**src/rtl/muldiv_pkg.sv**
```systemverilog
// rtl/muldiv_pkg.sv - shared encodings and defaults for the multiply/divide unit
package muldiv_pkg;

  localparam int DEF_WIDTH = 32;
  localparam int DEF_CNT_W = 5;

  localparam logic [2:0] OP_MULT  = 3'b000;
  localparam logic [2:0] OP_MULTU = 3'b001;
  localparam logic [2:0] OP_DIV   = 3'b010;
  localparam logic [2:0] OP_DIVU  = 3'b011;
  localparam logic [2:0] OP_MTHI  = 3'b100;
  localparam logic [2:0] OP_MTLO  = 3'b101;

  typedef enum logic [1:0] {
    S_IDLE   = 2'd0,
    S_CALC   = 2'd1,
    S_FINISH = 2'd2
  } state_e;

endpackage

```
**src/rtl/muldiv_step.sv**
```systemverilog
// rtl/muldiv_step.sv - one radix-2 iteration of shift-add multiply or restoring divide
import muldiv_pkg::*;

module muldiv_step #(
  parameter int WIDTH = DEF_WIDTH
) (
  input  logic [2*WIDTH:0] acc_i,
  input  logic [WIDTH-1:0] operand_i,
  input  logic             is_div_i,
  output logic [2*WIDTH:0] acc_o
);

  // Accumulator layout:
  //   multiply: {carry, partial product (WIDTH), multiplier bits still to consume (WIDTH)}
  //   divide:   {remainder (WIDTH+1), dividend bits shifting out / quotient bits shifting in (WIDTH)}
  logic [WIDTH:0] add_sum;
  logic [WIDTH:0] rem_sh;
  logic [WIDTH:0] trial;

  // Single iteration: conditional add then right shift, or left shift then trial subtract/restore
  always_comb begin
    acc_o   = '0;
    add_sum = acc_i[2*WIDTH:WIDTH];
    if (acc_i[0]) begin
      add_sum = acc_i[2*WIDTH:WIDTH] + {1'b0, operand_i};
    end
    rem_sh = {acc_i[2*WIDTH-1:WIDTH], acc_i[WIDTH-1]};
    trial  = rem_sh - {1'b0, operand_i};
    if (is_div_i) begin
      if (rem_sh >= {1'b0, operand_i}) begin
        acc_o = {trial, acc_i[WIDTH-2:0], 1'b1};
      end else begin
        acc_o = {rem_sh, acc_i[WIDTH-2:0], 1'b0};
      end
    end else begin
      acc_o = {1'b0, add_sum, acc_i[WIDTH-1:1]};
    end
  end

endmodule

```
**src/rtl/muldiv_unit.sv**
```systemverilog
// rtl/muldiv_unit.sv - iterative MULT/MULTU/DIV/DIVU unit owning the HI/LO registers
import muldiv_pkg::*;

module muldiv_unit #(
  parameter int WIDTH = DEF_WIDTH,
  parameter int CNT_W = DEF_CNT_W
) (
  input  logic             clk,
  input  logic             rst_n,
  input  logic             start,
  input  logic [2:0]       op,
  input  logic [WIDTH-1:0] busA,
  input  logic [WIDTH-1:0] busB,
  input  logic             cancel,
  output logic             busy,
  output logic             done,
  output logic [WIDTH-1:0] hi,
  output logic [WIDTH-1:0] lo
);

  state_e             state_q;
  logic [CNT_W-1:0]   cnt_q;
  logic [2*WIDTH:0]   acc_q;
  logic [2*WIDTH:0]   acc_d;
  logic [WIDTH-1:0]   opnd_q;
  logic               is_div_q;
  logic               neg_q_q;   // negate product / quotient
  logic               neg_r_q;   // negate remainder
  logic [WIDTH-1:0]   hi_q;
  logic [WIDTH-1:0]   lo_q;
  logic               busy_q;
  logic               done_q;

  logic               signed_op;
  logic               div_op;
  logic               a_neg;
  logic               b_neg;
  logic               b_zero;
  logic [WIDTH-1:0]   mag_a;
  logic [WIDTH-1:0]   mag_b;
  logic [2*WIDTH-1:0] prod_fix;
  logic [WIDTH-1:0]   quo_fix;
  logic [WIDTH-1:0]   rem_fix;
  logic [WIDTH-1:0]   res_hi;
  logic [WIDTH-1:0]   res_lo;

  // Operand decode: magnitudes for signed ops, raw values otherwise
  always_comb begin
    signed_op = (op == OP_MULT) || (op == OP_DIV);
    div_op    = (op == OP_DIV) || (op == OP_DIVU);
    a_neg     = signed_op && busA[WIDTH-1];
    b_neg     = signed_op && busB[WIDTH-1];
    b_zero    = (busB == '0);
    mag_a     = a_neg ? -busA : busA;
    mag_b     = b_neg ? -busB : busB;
  end

  muldiv_step #(
    .WIDTH (WIDTH)
  ) u_step (
    .acc_i     (acc_q),
    .operand_i (opnd_q),
    .is_div_i  (is_div_q),
    .acc_o     (acc_d)
  );

  // Sign correction of the finished magnitude result
  always_comb begin
    prod_fix = neg_q_q ? -acc_q[2*WIDTH-1:0] : acc_q[2*WIDTH-1:0];
    quo_fix  = neg_q_q ? -acc_q[WIDTH-1:0] : acc_q[WIDTH-1:0];
    rem_fix  = neg_r_q ? -acc_q[2*WIDTH-1:WIDTH] : acc_q[2*WIDTH-1:WIDTH];
    if (is_div_q) begin
      res_hi = rem_fix;
      res_lo = quo_fix;
    end else begin
      res_hi = prod_fix[2*WIDTH-1:WIDTH];
      res_lo = prod_fix[WIDTH-1:0];
    end
  end

  // Control FSM, iteration counter and HI/LO; reset beats cancel beats normal sequencing
  always_ff @(posedge clk) begin
    if (!rst_n) begin
      state_q  <= S_IDLE;
      cnt_q    <= '0;
      acc_q    <= '0;
      opnd_q   <= '0;
      is_div_q <= 1'b0;
      neg_q_q  <= 1'b0;
      neg_r_q  <= 1'b0;
      hi_q     <= '0;
      lo_q     <= '0;
      busy_q   <= 1'b0;
      done_q   <= 1'b0;
    end else begin
      done_q <= 1'b0;
      if (cancel) begin
        // Flush: drop any operation in flight and block a same-cycle issue
        state_q <= S_IDLE;
        busy_q  <= 1'b0;
        cnt_q   <= '0;
      end else begin
        case (state_q)
          S_IDLE: begin
            if (start) begin
              case (op)
                OP_MTHI: hi_q <= busA;
                OP_MTLO: lo_q <= busA;
                OP_MULT, OP_MULTU, OP_DIV, OP_DIVU: begin
                  is_div_q <= div_op;
                  if (div_op) begin
                    acc_q  <= {{(WIDTH+1){1'b0}}, mag_a};
                    opnd_q <= mag_b;
                    // A zero divisor leaves the quotient as all ones; the
                    // remainder correction still restores the original dividend
                    neg_q_q <= (a_neg ^ b_neg) && !b_zero;
                    neg_r_q <= a_neg;
                  end else begin
                    acc_q   <= {{(WIDTH+1){1'b0}}, mag_b};
                    opnd_q  <= mag_a;
                    neg_q_q <= a_neg ^ b_neg;
                    neg_r_q <= 1'b0;
                  end
                  cnt_q   <= CNT_W'(WIDTH - 1);
                  busy_q  <= 1'b1;
                  state_q <= S_CALC;
                end
                default: ;
              endcase
            end
          end
          S_CALC: begin
            acc_q <= acc_d;
            if (cnt_q == '0) begin
              state_q <= S_FINISH;
            end else begin
              cnt_q <= cnt_q - 1'b1;
            end
          end
          S_FINISH: begin
            hi_q    <= res_hi;
            lo_q    <= res_lo;
            done_q  <= 1'b1;
            busy_q  <= 1'b0;
            state_q <= S_IDLE;
          end
          default: begin
            state_q <= S_IDLE;
            busy_q  <= 1'b0;
          end
        endcase
      end
    end
  end

  assign busy = busy_q;
  assign done = done_q;
  assign hi   = hi_q;
  assign lo   = lo_q;

endmodule

```
**config.mk**
```make
export PLATFORM = sky130hd
export DESIGN_NAME = muldiv_unit
export DESIGN_NICKNAME = d
export VERILOG_FILES = /design/src/rtl/muldiv_pkg.sv /design/src/rtl/muldiv_step.sv /design/src/rtl/muldiv_unit.sv
export SDC_FILE = /design/constraint.sdc
export NUM_CORES = 1
export LEC_CHECK = 0
export CELL_PAD_IN_SITES_DETAIL_PLACEMENT = 0
export CELL_PAD_IN_SITES_GLOBAL_PLACEMENT = 1
export CORE_MARGIN = 3
export CORE_UTILIZATION = 37
export CTS_CLUSTER_SIZE = 8
export DETAILED_ROUTE_END_ITERATION = 6
export PLACE_DENSITY = 0.81
export RECOVER_POWER = 25
export SYNTH_ARGS = -nofsm -noshare
export SYNTH_HDL_FRONTEND = slang
export SYNTH_HIERARCHICAL = 1
export SYNTH_SLANG_ARGS = --single-unit
```
**constraint.sdc**
```tcl
create_clock -name clk -period 3.3 [get_ports clk]
set_input_delay 0.495 -clock clk [delete_from_list [all_inputs] [get_ports clk]]
set_output_delay 0.495 -clock clk [all_outputs]
set_load 0.005 [all_outputs]
```
==> impl_metrics.yaml, run 1 <==
# generated from flow reports
synth:
  synth.cell_area_um2: 15670
  aoi_share_pct: 30.57
  synth_xor_xnor_area_share_pct: 9.225
  yosysWarnings: 6
  yosysTopAreaCell: "dfxtp_1"
  ys_seq_share_pct: 22.11
  async_flop_share_pct: 0
  ys_cells: 2134
  numSynthFlops: 173
  fa_ha_area_share_pct: 5.847
  synthMostInstantiatedCell: "nand2_1"
  top_cells_by_count: "nand2_1, a21oi_1, dfxtp_1"
  logic_family: "AND-OR/OR-AND gates"
  synth-edff-count: 0
  avgSynthCellArea_um2: 7.341
  fp_nets: 2277
  synthDistinctLibCells: 90
  ys_chip_area_um2: 15670
  top_cells_by_area: "dfxtp_1, a21oi_1, ha_1"
  synthFlopType: "dfxtp_1"
  muxShareOfSynthArea_pct: 4.505
power:
  powerDensity_nw_per_um2: 322.6
  top_power_group: "sequential cells"
  power_leakage_nw: 7.825
  power_frac_comb_pct: 31.5
  intPower_mw: 4.104
  total_power_mw: 6.355
  swShare_pct: 35.42
  seq_power_share_pct: 34.8
  vdd_ir_drop_max_mv: 0.4248
  switchingPower_mw: 2.251
worst_hold_path:
  min_path_cells: 2
  hold-path-endpoint: "lo[30]"
  worstHoldStart: "lo[30]"
clocking:
  clock_path_buffers: 2
  clk_pin_slew_ps: 70
  post-cts-setup-buffer-count: 0
  numCtsBuffers: 17
  clock_latency_ps: 470
  clock-root-buffer: "clkbuf_16"
  holdBufCountCts: 0
  cts-htree-levels: 4
  cts_tree: "done"
  cts.sinks: 173
  cts_resized: 7
worst_setup_path:
  worst-r2r-cell-count: 14
  crit_family: "AND-OR/OR-AND gates"
  critPathCapture: "acc_q[62]"
  critical_path_depth: 14
  crit_path_cell_trace: "buf_4 > ha_1 > a211oi_4 > o21ai_2 > a21oi_4 > o21ai_4 > a31oi_4 > o21a_1 > nor2_1 > nor3_1 > mux2_2 > a211oi_2 > nand3_1 > a21boi_1"
  cp_slowest_cell: "mux2_2"
  path_buffers: 1
  path_class: "reg -> reg"
  startpoint_type: "register"
  cp-startpoint: "opnd_q[1]"
  cp.arrival_ps: 3620
  path_max_fanout: 3
  required_ps: 3680
  endpoint_kind: "register"
  rr_startpoint: "opnd_q[1]"
  crit_path_max_incr_delay_ps: 380
final_timing:
  finalCriticalPeriod_ps: 3235
  slew_headroom_pct: 23.72
  tns_ps: 0
  clock.fmax_mhz: 309.1
  postLayoutSetupSlackWorst_ps: 64.73
  setup_viol: 0
  fin_crit_sh_pct: 98.04
  finalClockSkew_ps: 15.79
  slew_viol_final: 0
  hold_viol: 0
  tightest_slew_ps: 1144
die:
  die_w_um: 211.8
  initial_core_util_pct: 37.93
  die_y_um: 211.8
  die-area_um2: 44840
  fp-row-count: 74
  core_um2: 41290
  tapCellCount: 532
final_layout:
  largest_reg_flops: 65
  final_cells: 2910
  area_growth_pct: 25.74
  logic_area_um2: 11670
  signal_buffer_area_fraction_pct: 15.51
  layout_top_cells: "nand2_1, buf_4, a21oi_1, dfxtp_1, nor2_1"
  clk_share_pct: 2.985
  mostFrequentLayoutCell: "nand2_1"
  fin_area_um2: 19700
  biggestCellCategory: "combinational gates"
  nFillCells: 4099
  flop-count: 173
  sh_comb_area_pct: 59.24
  inverters: 63
  num_antenna_cells: 1
  top_register: "acc_q"
  logic_gates: 1756
  nets: 2507
  drive_above_1_share_pct: 16.37
global_routing:
  grt_max_degree: 105
  antenna_found_initial: 2
  globalRouteMet3Util_pct: 6.506
  grt_pass1_wl_um: 103900
  busiest_layer: "met2"
  met2_usage_pct: 48.17
  grt_pass1_vias: 17010
  overflow: 0
run:
  max-cap-violations: 0
  warnings: 30
place:
  place_ws_ps: -184.9
  port_buffers: 136
  place_area_um2: 18850
  dp_cells: 2873
route:
  wl_met3_um: 5779
  wl_met1_um: 29770
  ant_nets: 0
  wl_met2_um: 31600
  via_per_inst: 6.124
  drt_wl_total_um: 69870
  num_vias: 17820
  top_layer: "met4"
  drc: 0
status:
  outcome: "finished, final reports clean"
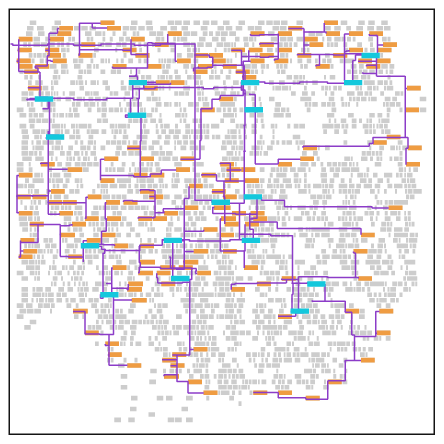
Fig. 1. Routed clock nets over the placement (run 1).
Scale: 2 px per um.
[purple] clock wires | length: 2990 um
[cyan] clock-net drivers | count: 17
[orange] flip-flops | count: 173
flops lie	spread over the die
routed clock nets	18

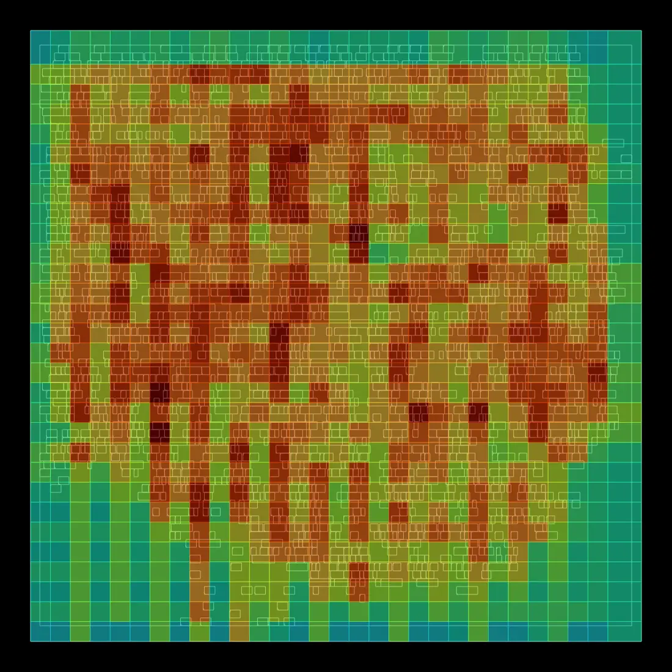
Fig. 2. Track usage over the die (run 1).
wire per inst: 24.01 um
Tot GR Track Use: 30.34%
GR met1 Demand/Resource: 40.53%

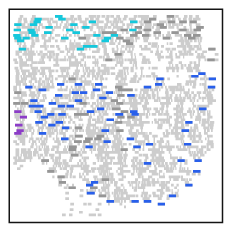
Fig. 3. Where the registers sit (run 1).
Scale: 1 px per um.
color	netlist name	flops
purple	cnt_q	5
cyan	lo	32
blue	acc_q	65
not colored	71
Final Util: 47.70%
Register Area: 3482 um2
Seq/total area: 17.68%
Seq group: 2.21 mW

==> run 2: changes to the inputs <==
--- a/config.mk
+++ b/config.mk
@@ -8,10 +8,10 @@
 export CELL_PAD_IN_SITES_DETAIL_PLACEMENT = 0
 export CELL_PAD_IN_SITES_GLOBAL_PLACEMENT = 1
 export CORE_MARGIN = 3
-export CORE_UTILIZATION = 37
+export CORE_UTILIZATION = 35
 export CTS_CLUSTER_SIZE = 8
 export DETAILED_ROUTE_END_ITERATION = 6
-export PLACE_DENSITY = 0.81
+export PLACE_DENSITY = 0.78
 export RECOVER_POWER = 25
 export SYNTH_ARGS = -nofsm -noshare
 export SYNTH_HDL_FRONTEND = slang
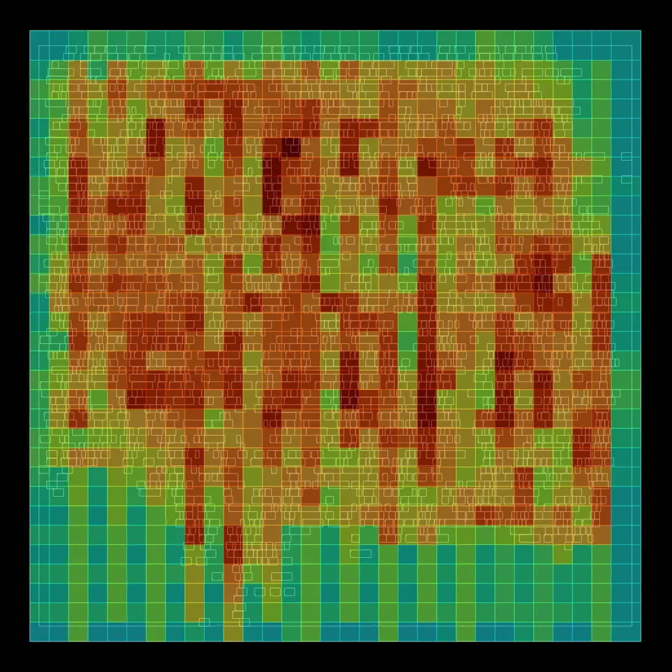
Fig. 4. Track usage over the die (run 2).
wire per inst: 24.00 um
grt met3 use: 5.183%

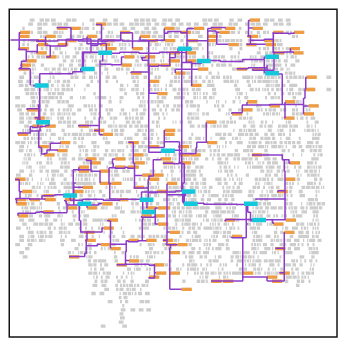
Fig. 5. Routed clock nets over the placement (run 2).
Scale: 1.5 px per um.
[cyan] clock-net drivers | count: 17
[purple] clock wires | length: 2860 um
[orange] flip-flops | count: 173
flops lie	spread over the die

==> run 2 against run 1 <==
Compared with the run above:
- sequential cell count unchanged
- clock skew down 5.8 ps
- critical path depth unchanged
- synthesized area unchanged
- critical endpoint is now acc_q[64]
- count of clock-buffer cells in the layout down 1
- first-iteration DRC count down 7.3%
- cell count up 1.4%
- via count down 0.15%
- cell area down 0.29%
- synthesized cell count unchanged
==> impl_metrics.yaml, run 2 <==
# generated from flow reports
status:
  outcome: "finished, final reports clean"
worst_setup_path:
  rr_startpoint: "opnd_q[12]"
  cp_slowest_cell: "or3_1"
  worst-r2r-cell-count: 14
  path_buffers: 2
  path_class: "reg -> reg"
  required_ps: 3690
  cp-startpoint: "opnd_q[12]"
  path_max_fanout: 6
  critical_path_depth: 14
synth:
  synthFlopType: "dfxtp_1"
  synth.cell_area_um2: 15670
  ys_chip_area_um2: 15670
  logic_family: "AND-OR/OR-AND gates"
  async_flop_share_pct: 0
  fp_nets: 2277
  synthMostInstantiatedCell: "nand2_1"
  top_cells_by_area: "dfxtp_1, a21oi_1, ha_1"
  yosysTopAreaCell: "dfxtp_1"
  aoi_share_pct: 30.57
  fa_ha_area_share_pct: 5.847
  avgSynthCellArea_um2: 7.341
  numSynthFlops: 173
  top_cells_by_count: "nand2_1, a21oi_1, dfxtp_1"
  synth-edff-count: 0
clocking:
  post-cts-setup-buffer-count: 0
  cts.sinks: 173
  clock-root-buffer: "clkbuf_16"
  clk_pin_slew_ps: 70
  holdBufCountCts: 0
  cts_tree: "done"
final_layout:
  largest_reg_flops: 65
  final_util_pct: 45.00
  register_area_um2: 3472
  area_growth_pct: 25.38
  fin_area_um2: 19640
  inverters: 63
  sh_seq_area_pct: 17.68
  logic_area_um2: 11620
  final_cells: 2950
  mostFrequentLayoutCell: "nand2_1"
  nFillCells: 4428
  top_register: "acc_q"
  sh_comb_area_pct: 59.14
  signal_buffer_area_fraction_pct: 15.08
  num_antenna_cells: 0
  logic_gates: 1756
  nets: 2496
route:
  via_per_inst: 6.032
  wl_met2_um: 32530
  num_vias: 17790
  top_layer: "met5"
  wl_met1_um: 29390
  wl_met3_um: 5583
  drt_wl_total_um: 70810
  drc: 0
final_timing:
  tightest_slew_ps: 1102
  fin_crit_sh_pct: 97.90
  setup_viol: 0
  finalCriticalPeriod_ps: 3231
  tns_ps: 0
  slew_headroom_pct: 26.24
  slew_viol_final: 0
power:
  power_frac_comb_pct: 30.1
  seq_power_share_pct: 34.7
  swShare_pct: 34.77
  total_power_mw: 6.404
  top_power_group: "the clock network"
  intPower_mw: 4.178
  vdd_ir_drop_max_mv: 0.3752
  power_leakage_nw: 7.733
  powerDensity_nw_per_um2: 326.1
place:
  place_area_um2: 18850
  place_ws_ps: -92.00
  dp_cells: 2918
run:
  max-cap-violations: 0
die:
  die-area_um2: 47330
  die_w_um: 217.6
  die_y_um: 217.6
global_routing:
  busiest_layer: "met2"
  grt_pass1_wl_um: 104900
  use_met1_pct: 37.84
  met2_usage_pct: 47.12
  grt_max_degree: 52
  antenna_found_initial: 3
worst_hold_path:
  worstHoldStart: "rst_n"
  min_path_cells: 2
  hold-path-endpoint: "opnd_q[30]"
No activity file was given, so power comes from the tool's default toggle rates.
